## config.mk

```make
export PLATFORM = sky130hd
export DESIGN_NAME = hazard_sequencer
export DESIGN_NICKNAME = d
export VERILOG_FILES = /design/src/rtl/hazard_sequencer.sv
export SDC_FILE = /design/constraint.sdc
export NUM_CORES = 1
export LEC_CHECK = 0
export ABC_AREA = 1
export CORE_ASPECT_RATIO = 0.8
export CORE_UTILIZATION = 30
export CTS_BUF_LIST = sky130_fd_sc_hd__clkbuf_4 sky130_fd_sc_hd__clkbuf_8 sky130_fd_sc_hd__clkbuf_16
export DETAILED_ROUTE_END_ITERATION = 10
export HOLD_SLACK_MARGIN = 0.03
export PLACE_DENSITY_LB_ADDON = 0.1
export SLEW_MARGIN = 20
export SYNTH_ARGS = -nofsm -noshare
export SYNTH_HDL_FRONTEND = slang
export SYNTH_SLANG_ARGS = --single-unit
```

## constraint.sdc

```tcl
create_clock -name clk -period 1.6 [get_ports clk]
set_input_delay 0.24 -clock clk [delete_from_list [all_inputs] [get_ports clk]]
set_output_delay 0.24 -clock clk [all_outputs]
set_load 0.02 [all_outputs]
```

## src/rtl/hazard_sequencer.sv

```systemverilog
// hazard_sequencer: pipeline hazard unit (forwarding, load-use stall, branch
// flush) with a debug run/drain/halt/step sequencer.
// Optional build macro HAZARD_PERF_CNT_EN adds saturating stall/flush counters.
module hazard_sequencer (
  input  logic       clk,
  input  logic       rst,
  input  logic [4:0] Rs1D,
  input  logic [4:0] Rs2D,
  input  logic [4:0] Rs1E,
  input  logic [4:0] Rs2E,
  input  logic [4:0] RdE,
  input  logic [1:0] ResultSrcE,
  input  logic       PCSrcE,
  input  logic [4:0] RdM,
  input  logic       RegWriteM,
  input  logic [4:0] RdW,
  input  logic       RegWriteW,
  input  logic       halt_req,
  input  logic       step_req,
  input  logic       resume_req,
  output logic       StallF,
  output logic       StallD,
  output logic       FlushD,
  output logic       FlushE,
  output logic [1:0] ForwardAE,
  output logic [1:0] ForwardBE,
  output logic       halted,
  output logic [1:0] seq_state
`ifdef HAZARD_PERF_CNT_EN
  ,
  output logic [15:0] stall_cnt,
  output logic [15:0] flush_cnt
`endif
);

  localparam int unsigned DrainW = 2;
  localparam int unsigned CntW   = 16;

  typedef enum logic [1:0] {
    RUN    = 2'b00,
    DRAIN  = 2'b01,
    HALTED = 2'b10,
    STEP   = 2'b11
  } seq_state_e;

  seq_state_e        state_q, state_d;
  logic [DrainW-1:0] drain_q, drain_d;
  logic              halted_q, halted_d;
  logic              lw_stall;

  // Forwarding selects: memory stage wins over writeback, x0 never forwarded.
  always_comb begin
    ForwardAE = 2'b00;
    ForwardBE = 2'b00;
    if (RegWriteM && (RdM != 5'd0) && (RdM == Rs1E))      ForwardAE = 2'b10;
    else if (RegWriteW && (RdW != 5'd0) && (RdW == Rs1E)) ForwardAE = 2'b01;
    if (RegWriteM && (RdM != 5'd0) && (RdM == Rs2E))      ForwardBE = 2'b10;
    else if (RegWriteW && (RdW != 5'd0) && (RdW == Rs2E)) ForwardBE = 2'b01;
  end

  // Load in execute whose destination feeds the instruction in decode.
  assign lw_stall = (ResultSrcE == 2'b01) && (RdE != 5'd0) &&
                    ((RdE == Rs1D) || (RdE == Rs2D));

  // Sequencer next state and pipeline controls; RUN equations are the default.
  always_comb begin
    state_d = state_q;
    drain_d = '0;
    StallF  = lw_stall;
    StallD  = lw_stall;
    FlushD  = PCSrcE;
    FlushE  = lw_stall | PCSrcE;
    unique case (state_q)
      RUN: begin
        if (halt_req) state_d = DRAIN;
      end
      DRAIN: begin
        StallF  = 1'b1;
        StallD  = 1'b1;
        FlushD  = 1'b0;
        FlushE  = 1'b1;
        // A taken branch still in flight must redirect fetch.
        if (PCSrcE) begin
          StallF = 1'b0;
          StallD = 1'b0;
          FlushD = 1'b1;
        end
        drain_d = drain_q + DrainW'(1);
        if (drain_q == DrainW'(2)) state_d = HALTED;
      end
      HALTED: begin
        StallF = 1'b1;
        StallD = 1'b1;
        FlushD = 1'b0;
        FlushE = 1'b1;
        if (resume_req)    state_d = RUN;
        else if (step_req) state_d = STEP;
      end
      STEP: begin
        // Retry the step while the stepped instruction is load-use blocked.
        if (lw_stall) state_d = STEP;
        else          state_d = DRAIN;
      end
      default: state_d = RUN;
    endcase
    halted_d = (state_d == HALTED);
  end

  // Sequencer state, drain counter and halted flag.
  always_ff @(posedge clk or negedge rst) begin
    if (!rst) begin
      state_q  <= RUN;
      drain_q  <= '0;
      halted_q <= 1'b0;
    end else begin
      state_q  <= state_d;
      drain_q  <= drain_d;
      halted_q <= halted_d;
    end
  end

  assign halted    = halted_q;
  assign seq_state = state_q;

`ifdef HAZARD_PERF_CNT_EN
  logic [CntW-1:0] stall_cnt_q, stall_cnt_d;
  logic [CntW-1:0] flush_cnt_q, flush_cnt_d;

  // Saturating event counters, frozen while halted.
  always_comb begin
    stall_cnt_d = stall_cnt_q;
    flush_cnt_d = flush_cnt_q;
    if (!halted_q) begin
      if ((state_q == RUN) && lw_stall && (stall_cnt_q != '1))
        stall_cnt_d = stall_cnt_q + CntW'(1);
      if (PCSrcE && (flush_cnt_q != '1))
        flush_cnt_d = flush_cnt_q + CntW'(1);
    end
  end

  // Counter registers.
  always_ff @(posedge clk or negedge rst) begin
    if (!rst) begin
      stall_cnt_q <= '0;
      flush_cnt_q <= '0;
    end else begin
      stall_cnt_q <= stall_cnt_d;
      flush_cnt_q <= flush_cnt_d;
    end
  end

  assign stall_cnt = stall_cnt_q;
  assign flush_cnt = flush_cnt_q;
`endif

endmodule
```

==> run_1/final_clocks.png <==
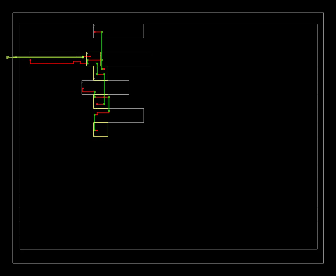
clkbuf count: 4
CTS Sinks: 5
Flops: 5
Latency at later pin: 0.23 ns
TritonCTS Buffers: 3

==> run_1/gate_families.png <==
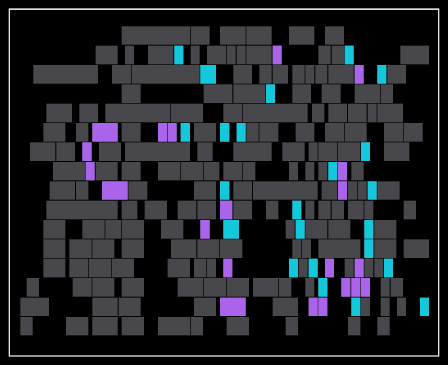
legend:
  NOR gates:
    colour: purple
    cells: 21
    most_used: nor2_1
  inverters:
    colour: cyan
    cells: 23
    most_used: inv_1

==> run_1/zoom.png <==
Bar = 5 um. Region (20, 24) to (40, 44) um. Cells in grey, sequential cells in the stronger grey; small squares are vias.
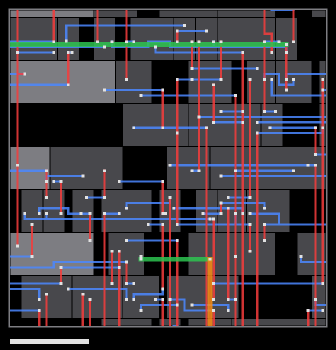
legend:
  met4:
    colour: orange
  met1:
    colour: blue
  met2:
    colour: red
  met3:
    colour: green
most frequent: inv_1 (5), buf_4 (5), nand2_1 (4)
sequential cells in the window: 2
cells with their middle in the window: 37
netlist names of flops here include: drain_q (1), seq_state (1)

==> run_1/pins.png <==
Bar = 20 um. Pins as bars across the die edge, other pins in grey.
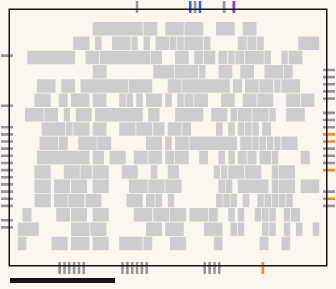
legend:
  Rs1D:
    colour: orange
    pins: 5
    direction: input
    edge: 4 right, 1 bottom
  step_req:
    colour: purple
    pins: 1
    direction: input
    edge: top
  seq_state:
    colour: blue
    pins: 2
    direction: output
    edge: top

[run 1: kinds of logic (layout without fill, tap and decap cells)]
logic type,Yosys count,after routing,synth area share [%]
AOI/OAI and AO/OA,11,11,8.66
and+or+nand+nor,62,62,32.8
buffers and inverters,24,104,11.6
DFF,5,5,15.5
adders and majority gates,5,5,7.73
xor gates and xnor gates,22,22,23.8
[run 1: stage by stage]
step | instance area, um2 | utilization (%) | instances | worst slack (ns) | total power, mW
2_1_floorplan | 816 | - | 129 | 0.0125 | 0.839
3_3_place_gp | 1520 | 60.9 | 235 | -0.653 | 1.39
3_5_place_dp | 1520 | 60.9 | 235 | -0.720 | 1.42
4_1_cts | 1560 | 62.2 | 242 | 0.00606 | 1.60
5_1_grt | 1590 | 63.6 | 245 | -0.0574 | 1.91
6_report | 1590 | 63.6 | 245 | 0.00906 | 1.77
[run 1: sequential cells by signal, summed over array words and instances, names as in the netlist]
name / flops
seq_state: 2
drain_q: 2
halted: 1
[run 1: power breakdown]
part | internal [mW] | switching (mW)
clock | 0.111 | 0.0483
sequential | 0.189 | 0.0442
combinational | 0.692 | 0.685
total | 0.992 | 0.777
[run 1: metal layers]
metal	track usage, %	up-vias	wire length, um
met1	22.2	488	1110
met3	3.48	2	231
met2	33.5	45	1320
li1	-	561	-
met4	3.49	0	21
met5	0	-	0
[run 1: cells in the mapped netlist, drive strengths merged]
cell type / number
o21ai: 1
nor2: 17
dfrtp: 5
xor2: 8
nor3: 4
or2: 1
xnor2: 14
nand2: 29
inv: 23
a21oi: 9
nand4: 5
ha: 5
nand3: 5
o41ai: 1
nand3b: 1
buf: 1
[run 1: timing repair]
item | in CTS | in global routing
pin swaps | 20 | 21
gates cloned | 0 | 0
buffers inserted | 3 | 3
gates resized | 89 | 37
hold buffers | 0 | 0
setup endpoints to repair | 8 | 8
==> results.toml, run 1 <==
# synthesis and place-and-route metrics
[worst_setup_path]
rr_worst_depth = 9
end_kind = "output port"
worst_ep_required_time_ns = 1.36
cp-startpoint = "seq_state[0]$_DFF_PN0_"
cp.depth = 5
crit_type = "register to output port"
crit_path_max_incr_delay_ns = 0.39
crit_path_end = "StallF"
reg2reg_to = "halted$_DFF_PN0_"
crit_fanout = 3
timing.rr.start = "seq_state[0]$_DFF_PN0_"
crit_family = "flip-flops"
arrival_ns = 1.35
cp_cell_sequence = "inv_4 -> ha_4 -> a21oi_4 -> a21oi_2 -> buf_4"
worstSetupStartpointType = "register"
slowest_stage = "dfrtp_2"
path_buffers = 2
worst-r2r-setup-slack_ns = 0.13

[layout]
comb-cell-share_pct = 42.0
syn_to_final_growth_pct = 96.6
final_common_cell = "nand2_1"
final_nets = 260
nNonClkInverters = 23
final_cell_mix = "nand2_1, buf_4, inv_1, nor2_1"
multiInputCombCellCount = 100
sh_seq_area_pct = 8.02
nNonClkBuffers = 77
fillers = 224
clkCellAreaFrac_pct = 1.89
regArea_um2 = 128
buf_share_pct = 39.5
diodes = 0
multiInputGateArea_um2 = 668
dominant_cells = "multi-input combinational cells"
drive_gt1_share_pct = 31.6

[global_route]
overflow = 0
grt_pass1_wl_mm = 4.27
grt_pass1_vias = 1073
antenna_found_initial = 0
grt_max_degree = 6
grt.total_usage_pct = 18.5

[logic_synthesis]
topCellsByArea = "dfrtp_1, xnor2_1, nand2_1, inv_1, xor2_1"
yosysWarnings = 0
synth_flop_count = 5
synth.avg_cell_area_um2 = 6.28
syn_area_um2 = 810
postSynthCellCount = 129
ys_cells = 129
ys_types = 19
top_area_cell = "dfrtp_1"
ys_area_um2 = 810
fp_nets = 179
netlist.area_leader.share_pct = 15.5
ys_seq_share_pct = 15.5

[final_timing]
rsz0062_at_grt = "yes"
fin_crit_ns = 1.59
hold_viol_final = 0
skew_ns = 0.00248
period_used_pct = 99.4
maxSlewViolCount = 0
worst_pin_slew_ns = 0.327
hold_slack_ns = 0.226
tns_ns = 0
fmax_mhz = 629
finalSetupViolCount = 0
relSlewSlack_pct = 78.1

[floorplanning]
die-area_um2 = 2910
initCoreUtil_pct = 32.3
io_pins = 56
num_rows = 16
core-area_um2 = 2500
die.size.y_um = 48.5
chipWidth_um = 60.1
taps = 36

[min_path]
min_path_type = "input port to async pin"

[clock_tree]
path_clk_slew_ns = 0.05
cts.htree.levels = 1
cts_tree = "built"
cts_root_buf = "clkbuf_4"
clockBufferDepth = 2

[drt]
dr.pass1.iters = 4
routed_wl_mm = 2.68
avgRoutedWirePerCell_um = 10.9
vias_per_cell = 4.47
antenna_left = 0
drc_errors = 0
vias = 1096
drt_iter0_markers = 47

[power]
peakVddDrop_v = 0.000774
p_leak_nw = 0.847
p_per_area_nw_per_um2 = 1110

[job]
drv_cap = 0
warning_count = 30

[placement]
io_buffers = 55
gp_congestion = 0.816
place_hpwl_mm = 2.20

[outcome]
outcome = "complete, no violations"
==> run 1 -> run 2 <==
--- a/config.mk
+++ b/config.mk
@@ -7,11 +7,13 @@
 export LEC_CHECK = 0
 export ABC_AREA = 1
 export CORE_ASPECT_RATIO = 0.8
+export CORE_MARGIN = 2
 export CORE_UTILIZATION = 30
 export CTS_BUF_LIST = sky130_fd_sc_hd__clkbuf_4 sky130_fd_sc_hd__clkbuf_8 sky130_fd_sc_hd__clkbuf_16
 export DETAILED_ROUTE_END_ITERATION = 10
-export HOLD_SLACK_MARGIN = 0.03
+export HOLD_SLACK_MARGIN = 0.06
 export PLACE_DENSITY_LB_ADDON = 0.1
+export SETUP_SLACK_MARGIN = 0.5
 export SLEW_MARGIN = 20
 export SYNTH_ARGS = -nofsm -noshare
 export SYNTH_HDL_FRONTEND = slang
==> run_2/wire_density.png <==
The die is cut into 12 by 10 equal tiles; white is low, dark blue is high, scaled to the fullest tile. Values are wire area over tile area, all layers added.
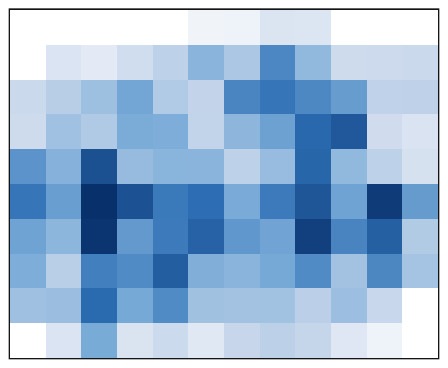
mean over tiles: 0.15
tiles over half the peak: 35%
nearly empty tiles: 10%

==> run_2/gate_families.png <==
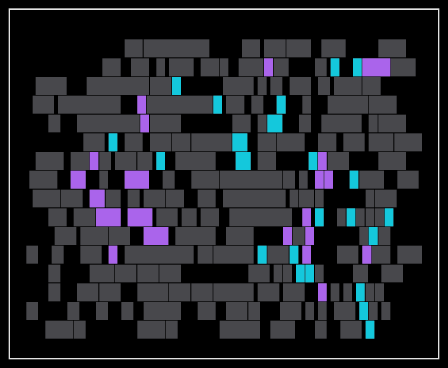
legend:
  inverters:
    colour: cyan
    cells: 23
    most_used: inv_1
  NOR gates:
    colour: purple
    cells: 21
    most_used: nor2_1

==> run_2/zoom.png <==
Bar = 5 um. Region (21, 25) to (41, 45) um. Cells in grey, sequential cells in the stronger grey; small squares are vias.
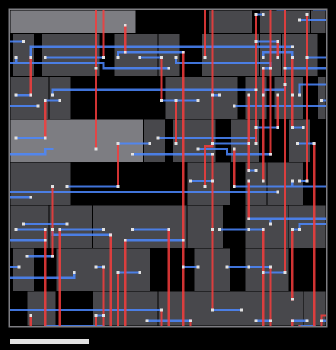
legend:
  met1:
    colour: blue
  met2:
    colour: red
sequential cells in the window: 2
cells with their middle in the window: 38
netlist names of flops here include: seq_state (2)
most frequent: buf_4 (7), nand2_1 (4)

==> run 2 against run 1 <==
  * Clock power about the same
  * Clock skew decreased by 0.00060 ns
  * Synthesized area unchanged
  * Critical endpoint is now FlushE
  * Sequential power increased by 6%
  * Sequential share of layout area decreased by 0.38 points
  * Global-route usage increased by 1.1 points
  * Worst setup slack improved by 0.0077 ns
  * Largest power group unchanged
  * Combinational power increased by 7%
  * Worst hold slack got worse by 0.0053 ns
==> results.toml, run 2 <==
# synthesis and place-and-route metrics
[outcome]
outcome = "complete, no violations"

[logic_synthesis]
top_area_cell = "dfrtp_1"
topCellsByArea = "dfrtp_1, xnor2_1, nand2_1, inv_1, xor2_1"
ys_seq_share_pct = 15.5
fp_nets = 179
synth.avg_cell_area_um2 = 6.28
async_reset_ff_share_pct = 100
netlist.area_leader.share_pct = 15.5
ys_cells = 129
postSynthCellCount = 129
edf_count = 0
syn_area_um2 = 810
synth_top_flop_cell = "dfrtp_1"
yosysWarnings = 0
ys_types = 19
top_cells_by_count = "nand2_1, inv_1, nor2_1"
synth_flop_count = 5
ys_area_um2 = 810
top_cell = "nand2_1"

[final_timing]
tns_ns = 0
fin_ws_ns = 0.0167
period_used_pct = 99.0
relSlewSlack_pct = 79.4
fin_crit_ns = 1.58
rsz0062_at_grt = "yes"
hold_viol_final = 0
skew_ns = 0.00188
finalSetupViolCount = 0
hold_slack_ns = 0.220
worst_pin_slew_ns = 0.308
maxSlewViolCount = 0
fmax_mhz = 632

[global_route]
grt_max_degree = 6
overflow = 0
grt.total_usage_pct = 19.6
grt_pass1_wl_mm = 4.71
antenna_found_initial = 0
grt_pass1_vias = 1211

[worst_setup_path]
end_kind = "output port"
worst_ep_required_time_ns = 1.36
worstSetupStartpointType = "register"
slowest_stage = "dfrtp_2"
cp_cell_sequence = "inv_4 -> ha_4 -> a21oi_4 -> nand2_1 -> buf_6"
crit_path_max_incr_delay_ns = 0.44
crit_family = "flip-flops"
path_buffers = 2
crit_type = "register to output port"
crit_fanout = 3
arrival_ns = 1.34

[min_path]
min_path_type = "input port to async pin"

[layout]
syn_to_final_growth_pct = 106
diodes = 0
fillers = 234
fin_cells = 240
post-route-cell-area_um2 = 1670
fin_util_pct = 66.8
final_nets = 255
drive_gt1_share_pct = 41.7
final_common_cell = "nand2_1"
final_cell_mix = "nand2_1, inv_1, buf_4, nor2_1"

[placement]
numPlacedInstances = 234
place_hpwl_mm = 2.36
io_buffers = 55
gp_congestion = 0.852
place_area_um2 = 1600
place_ws_ns = -0.705

[clock_tree]
cts_root_buf = "clkbuf_4"
clockBufferDepth = 2
cts_tree = "built"
path_clk_slew_ns = 0.04
cts.sinks = 5
clk_latency_ns = 0.23
cts-buffers-inserted = 3
cts_hold_buf = 0
cts.htree.levels = 1

[power]
totalPowerFinal_mw = 1.89
p_seq_share_pct = 13.0
p_comb_share_pct = 78.5
peakVddDrop_v = 0.000670
p_clk_share_pct = 8.4
p_leak_nw = 0.879
swShare_pct = 44.9
p_int_mw = 1.04
power_switching_mw = 0.847
p_per_area_nw_per_um2 = 1130

[job]
drv_cap = 0
warning_count = 32

[floorplanning]
chipWidth_um = 62.1
core-area_um2 = 2500
die-area_um2 = 3130
die.size.y_um = 50.5
io_pins = 56
initCoreUtil_pct = 32.3
num_rows = 16

[drt]
avgRoutedWirePerCell_um = 12.0
vias_per_cell = 4.50
drt_iter0_markers = 23
routed_wl_mm = 2.87
drc_errors = 0
vias = 1080
dr.pass1.iters = 4
antenna_left = 0
run 2: kinds of logic (layout without fill, tap and decap cells):
kind of cell	count (synthesis)	count (layout)	synth area share, %
simple gates	62	62	32.8
buf+inv	24	99	11.6
xor+xnor	22	22	23.8
compound gates	11	11	8.66
fa+ha+maj	5	5	7.73
flops	5	5	15.5
run 2: power by group through the flow:
stage	Sequential (mW)	Combinational [mW]	Clock (mW)
after floorplan	0.298	0.745	0
after global placement	0.248	1.30	0
after detailed placement	0.252	1.33	0
after CTS	0.251	1.44	0.163
after global routing	0.256	1.62	0.172
final	0.246	1.48	0.159
run 2: area by class of cell:
| type | count | area [um2] | share of cell area (%) |
|---|---|---|---|
| tap | 36 | 45.0 | 2.69 |
| inverter | 23 | 93.8 | 5.61 |
| timing repair buffer | 72 | 616 | 36.8 |
| multi-input combinational | 100 | 759 | 45.4 |
| sequential | 5 | 128 | 7.63 |
| clock buffer | 4 | 30.0 | 1.80 |
run 2: final timing paths:
path                                          end  depth (start not counted)                   start  slack, ns
max                                        FlushE                          5  seq_state[0]$_DFF_PN0_       0.02
min                              halted$_DFF_PN0_                          1                     rst       0.22
max reg2reg                      halted$_DFF_PN0_                          9  seq_state[1]$_DFF_PN0_       0.19
min reg2reg                  drain_q[0]$_DFF_PN0_                          1    drain_q[0]$_DFF_PN0_       0.43
max in group asynchronous  seq_state[1]$_DFF_PN0_                          1                     rst       1.18
min in group clk             drain_q[0]$_DFF_PN0_                          1    drain_q[0]$_DFF_PN0_       0.43
run 2: what timing repair did:
action	CTS	global route
pin swaps	28	24
endpoints found under the setup margin	14	14
setup buffers	1	1
gates resized	129	41
run 2: routing by layer:
layer  vias up  routed length, um  track usage (%)
met5         -                  0                0
li1        548                  -                -
met1       490               1190             21.4
met3         4                184             3.35
met2        38               1460             36.6
met4         0                 33             6.38
Power and IR drop assume default switching activity.
